`src/rtl/lsu_mem_if.sv`:
```
// Load/store memory interface: decodes an LSU request, runs one req/gnt/rvalid
// bus transaction and returns load data right-aligned by byte offset.
module lsu_mem_if #(
    parameter int ADDR_WIDTH = 32
) (
    input  logic                  clk,
    input  logic                  rst_n,
    input  logic                  start,
    input  logic [31:0]           inst,
    input  logic [ADDR_WIDTH-1:0] addr,
    input  logic [31:0]           wdata,
    output logic                  busy,
    output logic                  done,
    output logic                  err_misaligned,
    output logic                  err_illegal,
    output logic [31:0]           ld_data,
    output logic [31:0]           ld_inst,
    output logic                  mem_req,
    output logic                  mem_we,
    output logic [ADDR_WIDTH-1:0] mem_addr,
    output logic [3:0]            mem_be,
    output logic [31:0]           mem_wdata,
    input  logic                  mem_gnt,
    input  logic                  mem_rvalid,
    input  logic [31:0]           mem_rdata
);

    typedef enum logic [1:0] {
        IDLE,
        REQ,
        WAIT,
        DONE
    } state_e;

    state_e                state_q, state_d;
    logic                  busy_q, busy_d;
    logic                  done_q, done_d;
    logic                  err_mis_q, err_mis_d;
    logic                  err_ill_q, err_ill_d;
    logic [31:0]           ld_data_q, ld_data_d;
    logic [31:0]           ld_inst_q, ld_inst_d;
    logic                  mem_req_q, mem_req_d;
    logic                  mem_we_q, mem_we_d;
    logic [ADDR_WIDTH-1:0] mem_addr_q, mem_addr_d;
    logic [3:0]            mem_be_q, mem_be_d;
    logic [31:0]           mem_wdata_q, mem_wdata_d;
    logic [1:0]            off_q, off_d;
    logic                  is_load_q, is_load_d;

    logic [6:0]  opcode;
    logic [2:0]  funct3;
    logic        is_ld;
    logic        is_st;
    logic        illegal;
    logic        misal;
    logic [3:0]  be_new;
    logic [31:0] wdata_new;

    always_comb begin
        opcode  = inst[6:0];
        funct3  = inst[14:12];
        is_ld   = (opcode == 7'b0000011);
        is_st   = (opcode == 7'b0100011);
        illegal = 1'b1;
        if (is_ld && funct3 != 3'b011 && funct3 != 3'b110 && funct3 != 3'b111)
            illegal = 1'b0;
        if (is_st && !funct3[2] && funct3[1:0] != 2'b11)
            illegal = 1'b0;
        misal     = 1'b0;
        be_new    = 4'b0000;
        wdata_new = wdata;
        case (funct3[1:0])
            2'b00: begin
                be_new    = 4'b0001 << addr[1:0];
                wdata_new = {4{wdata[7:0]}};
            end
            2'b01: begin
                misal     = addr[0];
                be_new    = 4'b0011 << addr[1:0];
                wdata_new = {2{wdata[15:0]}};
            end
            2'b10: begin
                misal  = (addr[1:0] != 2'b00);
                be_new = 4'b1111;
            end
            default: begin
                be_new = 4'b0000;
            end
        endcase
    end

    always_comb begin
        state_d     = state_q;
        err_mis_d   = 1'b0;
        err_ill_d   = 1'b0;
        ld_data_d   = ld_data_q;
        ld_inst_d   = ld_inst_q;
        mem_we_d    = mem_we_q;
        mem_addr_d  = mem_addr_q;
        mem_be_d    = mem_be_q;
        mem_wdata_d = mem_wdata_q;
        off_d       = off_q;
        is_load_d   = is_load_q;
        unique case (state_q)
            IDLE: begin
                if (start) begin
                    ld_inst_d = inst;
                    if (illegal || misal) begin
                        state_d   = DONE;
                        err_ill_d = illegal;
                        err_mis_d = !illegal && misal;
                    end else begin
                        state_d     = REQ;
                        mem_we_d    = is_st;
                        mem_addr_d  = {addr[ADDR_WIDTH-1:2], 2'b00};
                        mem_be_d    = be_new;
                        mem_wdata_d = wdata_new;
                        off_d       = addr[1:0];
                        is_load_d   = is_ld;
                    end
                end
            end
            REQ: begin
                if (mem_gnt)
                    state_d = WAIT;
            end
            WAIT: begin
                if (mem_rvalid) begin
                    state_d = DONE;
                    if (is_load_q)
                        ld_data_d = mem_rdata >> {off_q, 3'b000};
                end
            end
            DONE: begin
                state_d = IDLE;
            end
        endcase
        // Status outputs are registered views of the next state
        busy_d    = (state_d != IDLE);
        done_d    = (state_d == DONE);
        mem_req_d = (state_d == REQ);
    end

    always_ff @(posedge clk or negedge rst_n) begin
        if (!rst_n) begin
            state_q     <= IDLE;
            busy_q      <= 1'b0;
            done_q      <= 1'b0;
            err_mis_q   <= 1'b0;
            err_ill_q   <= 1'b0;
            ld_data_q   <= '0;
            ld_inst_q   <= '0;
            mem_req_q   <= 1'b0;
            mem_we_q    <= 1'b0;
            mem_addr_q  <= '0;
            mem_be_q    <= '0;
            mem_wdata_q <= '0;
            off_q       <= '0;
            is_load_q   <= 1'b0;
        end else begin
            state_q     <= state_d;
            busy_q      <= busy_d;
            done_q      <= done_d;
            err_mis_q   <= err_mis_d;
            err_ill_q   <= err_ill_d;
            ld_data_q   <= ld_data_d;
            ld_inst_q   <= ld_inst_d;
            mem_req_q   <= mem_req_d;
            mem_we_q    <= mem_we_d;
            mem_addr_q  <= mem_addr_d;
            mem_be_q    <= mem_be_d;
            mem_wdata_q <= mem_wdata_d;
            off_q       <= off_d;
            is_load_q   <= is_load_d;
        end
    end

    assign busy           = busy_q;
    assign done           = done_q;
    assign err_misaligned = err_mis_q;
    assign err_illegal    = err_ill_q;
    assign ld_data        = ld_data_q;
    assign ld_inst        = ld_inst_q;
    assign mem_req        = mem_req_q;
    assign mem_we         = mem_we_q;
    assign mem_addr       = mem_addr_q;
    assign mem_be         = mem_be_q;
    assign mem_wdata      = mem_wdata_q;

endmodule
```
`config.mk`:
```
export PLATFORM = sky130hd
export DESIGN_NAME = lsu_mem_if
export DESIGN_NICKNAME = d
export VERILOG_FILES = /design/src/rtl/lsu_mem_if.sv
export SDC_FILE = /design/constraint.sdc
export NUM_CORES = 1
export LEC_CHECK = 0
export CORE_UTILIZATION = 42
export CTS_CLUSTER_DIAMETER = 40
export DETAILED_ROUTE_END_ITERATION = 6
export PLACE_DENSITY = 0.8
export SETUP_SLACK_MARGIN = 0.3
export SLEW_MARGIN = 30
export SYNTH_ARGS = -nofsm -noshare
export SYNTH_HDL_FRONTEND = slang
export SYNTH_SLANG_ARGS = --single-unit
```
`constraint.sdc`:
```
create_clock -name clk -period 2.15 [get_ports clk]
set_input_delay 0.43 -clock clk [delete_from_list [all_inputs] [get_ports clk]]
set_output_delay 0.43 -clock clk [all_outputs]
set_load 0.005 [all_outputs]
```
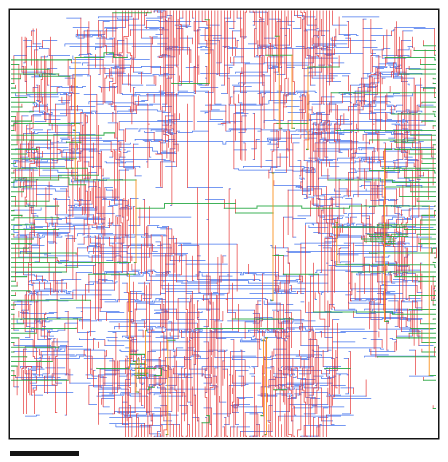
Run 1: signal wires by layer
Bar = 20 um.
| color | layer | wire length |
|---|---|---|
| orange | M4 | 428 um |
| blue | M1 | 7160 um |
| red | M2 | 9720 um |
| green | M3 | 1550 um |
overall routed net length: 18.9 mm
routed length per instance: 17.8 um
GRT Util Overall: 25.1%
via count: 5406

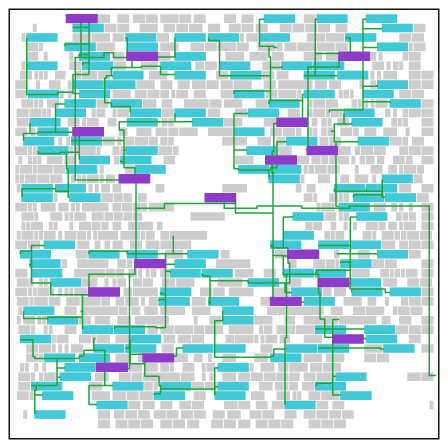
Run 1: routed clock nets over the placement
[green] clock wires | length: 1720 um
[purple] clock-net drivers | count: 17
[cyan] flip-flops | count: 141
flops lie: spread over the die
routed clock nets: 18

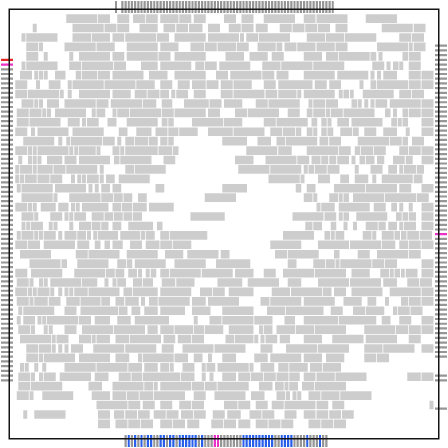
Run 1: pin placement
Pins as bars across the die edge, other pins in gray.
| color | port | pins | direction | edge |
|---|---|---|---|---|
| magenta | `mem_be` | 4 | output | 2 bottom, 1 right, 1 left |
| blue | `wdata` | 32 | input | bottom |
| red | `err_misaligned` | 1 | output | left |
all pins by edge: 70 right, 69 left, 68 top, 64 bottom
tally of buffers added on design ports: 268
x dimension of the die: 124 um

==> run summary, run 1 <==
Status of the implementation.

- Pin placement for this block handled 271 I/O pins.
- The count of clock buffers in the final design is 20, for reference.
- The synthesized-area fraction occupied by and/or/nand/nor cells is 11.8%, for reference.
- In this run the cell area of the synthesized design comes to 6200 um^2.
- The post-route non-filler standard cell count is 1061, for reference.
- The run finished with clean final reports.
- The post-CTS resize count is 57, for reference.
- The flop and latch count out of synthesis is 141, for reference.
- The buffering stage count on the worst path with inverters included is 8, for reference.
- In this design, the largest share of critical-path delay is due to buffers and inverters.
- The antenna diode instance count is 0, for reference.
- The areal power density over the cells is 963 nW/um^2, for reference.
- The OpenROAD warning count is 32, for reference.
- STA puts the critical path data arrival time at 2.26 ns.
- Per report_power, the sequential group accounts for 36.9% of the total.
- The average via count per standard cell is 5.10, for reference.
- The adder and majority gate portion of the synthesized area is 0.807%, for reference.
- Per STA, the library cell used most along the worst path is sky130_fd_sc_hd__buf_6.
- The dominant power group in this design is registers.
- The floorplan step records an initial core utilization of 42.8%.
- Setup repair after global routing could not meet its margin everywhere.
- The global placer's final weighted congestion is 0.837, for reference.
- The number of H-tree branching levels is 4, for reference.
- At the pin with the least slew margin, the transition time is 0.580 ns.
- The die covers 15300 um^2.
- Per STA, the highest per-stage delay on the worst path measures 0.30 ns.
- Per the skew report, the later register of the worst-skew pair sees a clock latency of 0.42 ns.
- The count of TritonRoute iterations in the first routing pass is 6, for reference.
- The max-slew violation count is 0, for reference.
## run 1: state kept, by name, indices dropped and copies added (netlist names), 2 cells and up
signal     flops
ld_inst       32
off_q          2
mem_be         4
mem_wdata     32
state_q        2
mem_addr      30
ld_data       32
## run 1: worst paths after layout
check | startpoint | endpoint | slack, ns | cells after the start
min in group asynchronous | rst_n | ld_data[20]$_DFFE_PN0P_ | 0.54 | 2
worst min-delay path | inst[1] | ld_inst[1]$_DFFE_PN0P_ | 0.28 | 3
worst max-delay path | inst[12] | mem_addr[2]$_DFFE_PN0P_ | 0.18 | 13
worst max register to register | state_q[0]$_DFF_PN0_ | mem_addr[2]$_DFFE_PN0P_ | 0.22 | 7
worst min register to register | ld_inst[7]$_DFFE_PN0P_ | ld_inst[7]$_DFFE_PN0P_ | 0.48 | 2
max in group asynchronous | rst_n | state_q[0]$_DFF_PN0_ | 0.94 | 3
## run 1: metrics by stage
stage / setup TNS (ns) / utilization, % / total power (W) / instance area, um^2 / setup slack (ns)
after floorplan: 0 / - / 0.00486 / 6330 / 0.209
after global placement: -33.37 / 65.4 / 0.00684 / 9460 / -0.496
after detailed placement: -33.77 / 65.4 / 0.00698 / 9460 / -0.501
after CTS: 0 / 72.6 / 0.0102 / 10500 / 0.162
after global routing: 0 / 73.1 / 0.0107 / 10600 / 0.0973
final: 0 / 73.1 / 0.0102 / 10600 / 0.185
## run 1: cell families (layout without fill, tap and decap cells)
family | count (synthesis) | in the layout
mux | 105 | 105
compound gates | 79 | 79
fa+ha+maj | 4 | 4
buf+inv | 44 | 370
flops | 141 | 141
simple gates | 176 | 176
other cells | 1 | 2
## run 1: routing by layer
metal	global-route usage, %	vias to the layer above	wire length (um)
met3	8.39	40	1550
met2	43.4	226	9720
met5	0	-	0
met1	28.1	2636	7160
met4	10.5	0	427
li1	-	2504	-
Run 1, wires at chosen ports, followed through buffers:
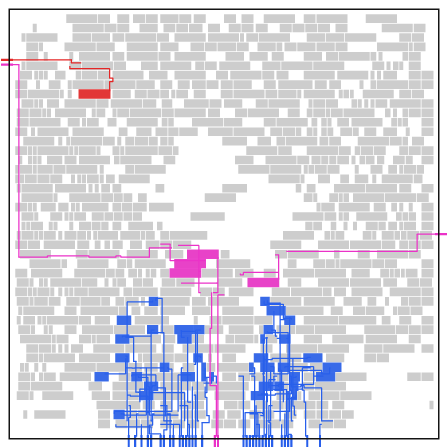

## Run 2: what changed since run 1
CAP_MARGIN = 10   (was unset)
PLACE_DENSITY = 0.81   (was 0.8)
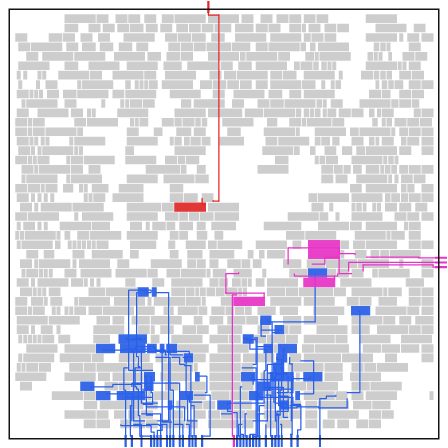
Run 2: wires at chosen ports, followed through buffers
| color | port | direction | end cells | wire |
|---|---|---|---|---|
| magenta | `mem_be` | output | 4 | 196 um |
| red | `err_misaligned` | output | 1 | 62.3 um |
| blue | `wdata` | input | 40 | 1180 um |

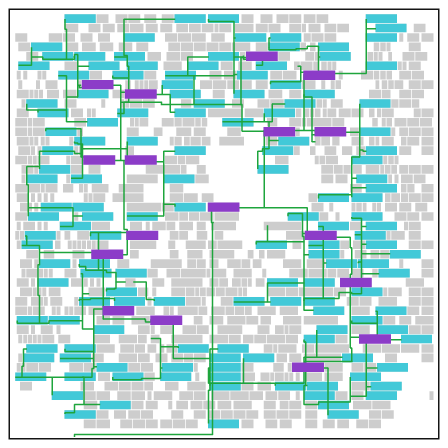
Run 2: routed clock nets over the placement
[green] clock wires | length: 1790 um
[purple] clock-net drivers | count: 17
[cyan] flip-flops | count: 141
routed clock nets: 18
flops lie: spread over the die
clock insertion delay at the later pin of the skew report: 0.41 ns
worst clock skew: 0.00771 ns

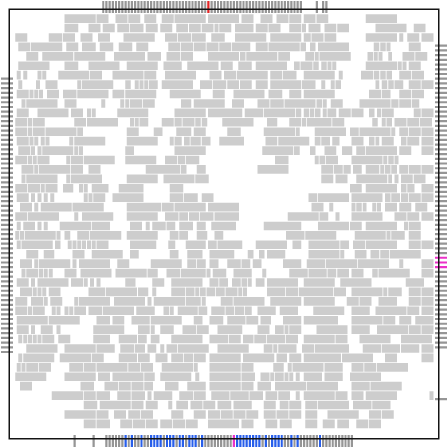
Run 2: pin placement
Pins as bars across the die edge, other pins in gray.
| color | port | pins | direction | edge |
|---|---|---|---|---|
| blue | `wdata` | 32 | input | bottom |
| magenta | `mem_be` | 4 | output | 3 right, 1 bottom |
| red | `err_misaligned` | 1 | output | top |
Die Y: 124 um

==> run summary, run 2 <==
Status of the implementation.

- The run finished with clean final reports.
- The finished layout cell area is 10500 um^2, for reference.
- Per the hold report, the tightest min-delay path originates at inst[6].
- After detailed placement, the total cell area comes to 9350 um^2.
- The adder and majority gate portion of the synthesized area is 0.807%, for reference.
- For this block, wires on met1 add up to 7.56 mm.
- The launching element of the worst setup path is inst[3], for reference.
- For the worst flop-to-flop path, the logic depth is 7.
- The endpoint with the worst hold slack is ld_inst[6]$_DFFE_PN0P_, for reference.
- Global routing put the most usage on met2.
- For this run, global-route usage on met3 was measured as 7.15%.
- In this run the critical register-to-register path is captured at mem_wdata[1]$_DFFE_PN0P_.
- Total power normalized to cell area comes to 936 nW/um^2.
- The origin of the critical flop-to-flop path is state_q[0]$_DFF_PN0_, for reference.
- On met2, the global router reports a usage of 44.2%.
- The count of TritonRoute iterations in the first routing pass is 4, for reference.
- The sum of routed wire length over all layers is 19.4 mm, for reference.
- The depth of the worst hold-timing path is 3, for reference.
- The global placer's final weighted congestion is 0.865, for reference.
- The synthesis stat section lists a flop and latch total of 141.
- The core utilization before placement is 42.8%, for reference.
- In this run the number of H-tree levels came out at 4.
- Setup repair after global routing could not meet its margin everywhere.
- The uppermost metal layer occupied by signal nets is met4, for reference.
- Before any placement, the netlist area is recorded as 6200 um^2.
- Summed over all nets, wire length on met3 after detailed routing comes to 1.11 mm.
- After floorplanning, the die was sized to cover 15300 um^2.
- Once routing completed, OpenROAD measured the worst setup slack at 0.158 ns.
- The post-route non-filler standard cell count is 1056, for reference.
- The OpenROAD warning count is 32, for reference.
- Setup slack on the worst reg-to-reg path comes out at 0.22 ns.
- The average via count per standard cell is 5.06, for reference.
[run 2: cell counts after synthesis]
Identical to the previous run, type by type.
[run 2: layout make-up]
class | instances | share of cell area [%]
multi-input cells | 366 | 25.6
inverters | 6 | 0.333
well taps | 184 | 2.19
clock buffers | 20 | 4.35
clock inverters | 11 | 1.12
repair buffers | 328 | 32.8
flip-flops and latches | 141 | 33.6
[run 2: what timing repair did]
action / in CTS / in global routing
cloned: 6 / 4
setup buffers: 15 / 2
hold buffers: 1 / 0
endpoints found under the setup margin: 70 / 76
endpoints found under the hold margin: 28 / 0
resized: 60 / 17
pin swaps: 4 / 7
[run 2: metrics by stage]
| step | util (%) | total power, W | hold slack (ns) |
|---|---|---|---|
| final | 72.6 | 0.00984 | 0.280 |
| after global routing | 72.6 | 0.0104 | 0.297 |
| after CTS | 71.6 | 0.00991 | 0.362 |
| after floorplan | - | 0.00486 | 0.134 |
| after global placement | 64.6 | 0.00685 | 0.332 |
| after detailed placement | 64.6 | 0.00696 | 0.340 |
[run 2: critical path, cell delays in order]
cell	delay [ns]
sky130_fd_sc_hd__clkdlybuf4s50_1	0.46
sky130_fd_sc_hd__nor2b_4	0.15
sky130_fd_sc_hd__nand4_1	0.18
sky130_fd_sc_hd__nor3_4	0.25
sky130_fd_sc_hd__buf_6	0.13
sky130_fd_sc_hd__buf_6	0.09
sky130_fd_sc_hd__buf_12	0.13
sky130_fd_sc_hd__buf_16	0.14
sky130_fd_sc_hd__mux2_4	0.31
[run 2: report_power, final]
part	switching [W]	total, W	internal, W
Sequential	0.000379	0.00374	0.00336
Clock	0.00111	0.00286	0.00176
Combinational	0.00128	0.00324	0.00196
Run 2, signal wires by layer:
Bar = 20 um.
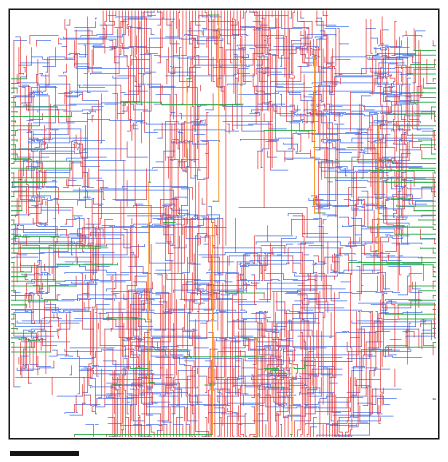

## Run 3: what changed since run 2
clock period = 1.98 ns   (was 2.15 ns; I/O delays follow)
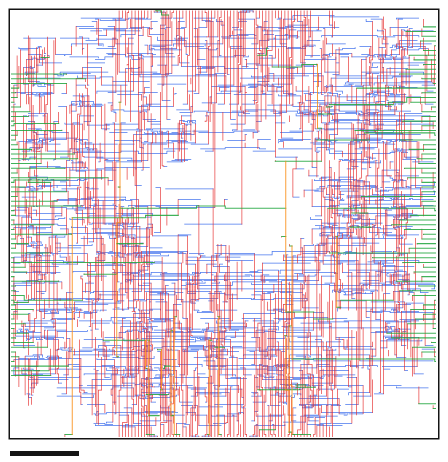
Run 3: signal wires by layer
Bar = 20 um.
| color | layer | wire length |
|---|---|---|
| green | M3 | 1380 um |
| orange | M4 | 474 um |
| blue | M1 | 7760 um |
| red | M2 | 10100 um |

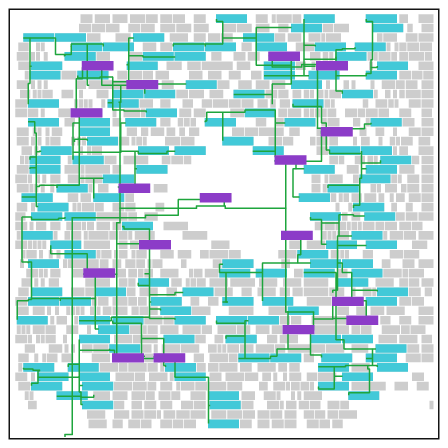
Run 3: routed clock nets over the placement
[green] clock wires | length: 1780 um
[cyan] flip-flops | count: 141
[purple] clock-net drivers | count: 17
routed clock nets: 18
worst clock skew: 0.00802 ns
Clk. pwr: 0.00316 W
clock insertion delay at the later pin of the skew report: 0.42 ns

==> run summary, run 3 <==
Status of the implementation.

- The share of the core filled with cells is 72.8%, for reference.
- The die width is 124 um, for reference.
- The global placer's final weighted congestion is 0.906, for reference.
- The iteration count recorded for the first detailed-route pass is 6.
- In this run the most critical hold path is launched from inst[1].
- The die area is 15300 um^2, for reference.
- The areal power density over the cells is 987 nW/um^2, for reference.
- Once the clock tree was built, the resizer swapped 155 gates to a different size.
- The run finished with clean final reports.
- The finished layout cell area is 10500 um^2, for reference.
- For this design the top-level I/O count stands at 271.
- The global routing report lists combined usage of all routing layers as 25.8%.
- For this run, the script counts the antenna cells in the layout as 0.
- The buffer_ports step reported a buffer count of 268.
- The completed layout was analyzed and its total power is 0.0104 W.
- The startpoint identified for the worst register-to-register timing path is state_q[0]$_DFF_PN0_.
- OpenSTA lists the critical path startpoint as inst[5].
- The number of H-tree branching levels is 4, for reference.
- The sum of routed wire length over all layers is 19.7 mm, for reference.
- The setup TNS is 0 ns, for reference.
- The OpenROAD warning count is 32, for reference.
- The number of hold buffers added after CTS was 1.
- The smallest hold slack is 0.238 ns, for reference.
- Among cell families on the critical path, the largest total delay comes from buffers and inverters.
- The summed instance area of the synthesized netlist is 6200 um^2, for reference.
- The core utilization before placement is 42.8%, for reference.
- For reference, the critical path cell chain is clkdlybuf4s50_1 -> o21ai_2 -> nand4_1 -> nor3_4 -> buf_6 -> buf_12 -> buf_12 -> mux2_4.
- Among the stages of the critical path, the cell type that occurs most often is sky130_fd_sc_hd__buf_12.
- The critical path's slowest stage uses the library cell sky130_fd_sc_hd__clkdlybuf4s50_1.
- For this block, the via count after detailed routing is 5407.
- Setup repair after global routing could not meet its margin everywhere.
- For reference, the final report shows the max-slew violation count at 0.
- The post-placement cell area is 9380 um^2.
- The post-route non-filler standard cell count is 1068, for reference.
- Counting flops and latches in the post-synthesis netlist gives 141.
- The actual transition at the worst max-transition pin is 0.578 ns, for reference.
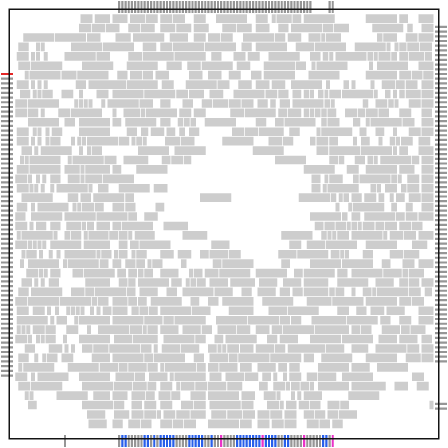
Run 3: pin placement
Pins as bars across the die edge, other pins in gray.
| color | port | pins | direction | edge |
|---|---|---|---|---|
| magenta | `mem_be` | 4 | output | bottom |
| red | `err_misaligned` | 1 | output | left |
| blue | `wdata` | 32 | input | bottom |
all pins by edge: 74 right, 69 bottom, 65 left, 63 top

## run 3: cell counts after synthesis
Identical to the previous run, type by type.
## run 3: metal layers
layer	GRT usage [%]	share of wire (%)
met5	0	0
met4	11.4	2.4
met3	6.96	7.0
met2	44.1	51
met1	30.2	39
## run 3: where the power goes
part | internal (W) | total [W] | switching [W] | leakage, nW
Combinational | 0.00176 | 0.00319 | 0.00143 | 3.68
Sequential | 0.00365 | 0.00405 | 0.000404 | 1.85
Clock | 0.00195 | 0.00316 | 0.00121 | 0.278
## run 3: cell type report
| class | instances | area, um^2 | share of cell area [%] |
|---|---|---|---|
| clock buffers | 22 | 474 | 4.50 |
| clock inverters | 10 | 114 | 1.08 |
| inverters | 6 | 35.0 | 0.332 |
| multi-input cells | 366 | 2700 | 25.6 |
| flip-flops and latches | 141 | 3530 | 33.5 |
| well taps | 184 | 230 | 2.18 |
| repair buffers | 339 | 3460 | 32.8 |
## run 3: worst paths after layout
kind,endpoint,slack (ns),depth (start not counted)
worst min register to register,ld_inst[7]$_DFFE_PN0P_,0.48,2
worst max register to register,mem_wdata[6]$_DFFE_PN0P_,0.10,6
worst min-delay path,ld_inst[1]$_DFFE_PN0P_,0.24,3
worst max-delay path,mem_wdata[6]$_DFFE_PN0P_,0.04,8
max in group asynchronous,ld_data[30]$_DFFE_PN0P_,0.87,3
min in group asynchronous,ld_data[0]$_DFFE_PN0P_,0.44,2
## run 3: kinds of logic (layout without fill, tap and decap cells)
family	after synthesis	after routing	synth area share, %
compound gates	79	79	8.07
buf+inv	44	377	3.71
flops	141	141	56.9
mux	105	105	18.7
simple gates	176	176	11.8
fa+ha+maj	4	4	0.807
other cells	1	2	0.0605
No activity file was given, so power comes from the tool's default toggle rates.
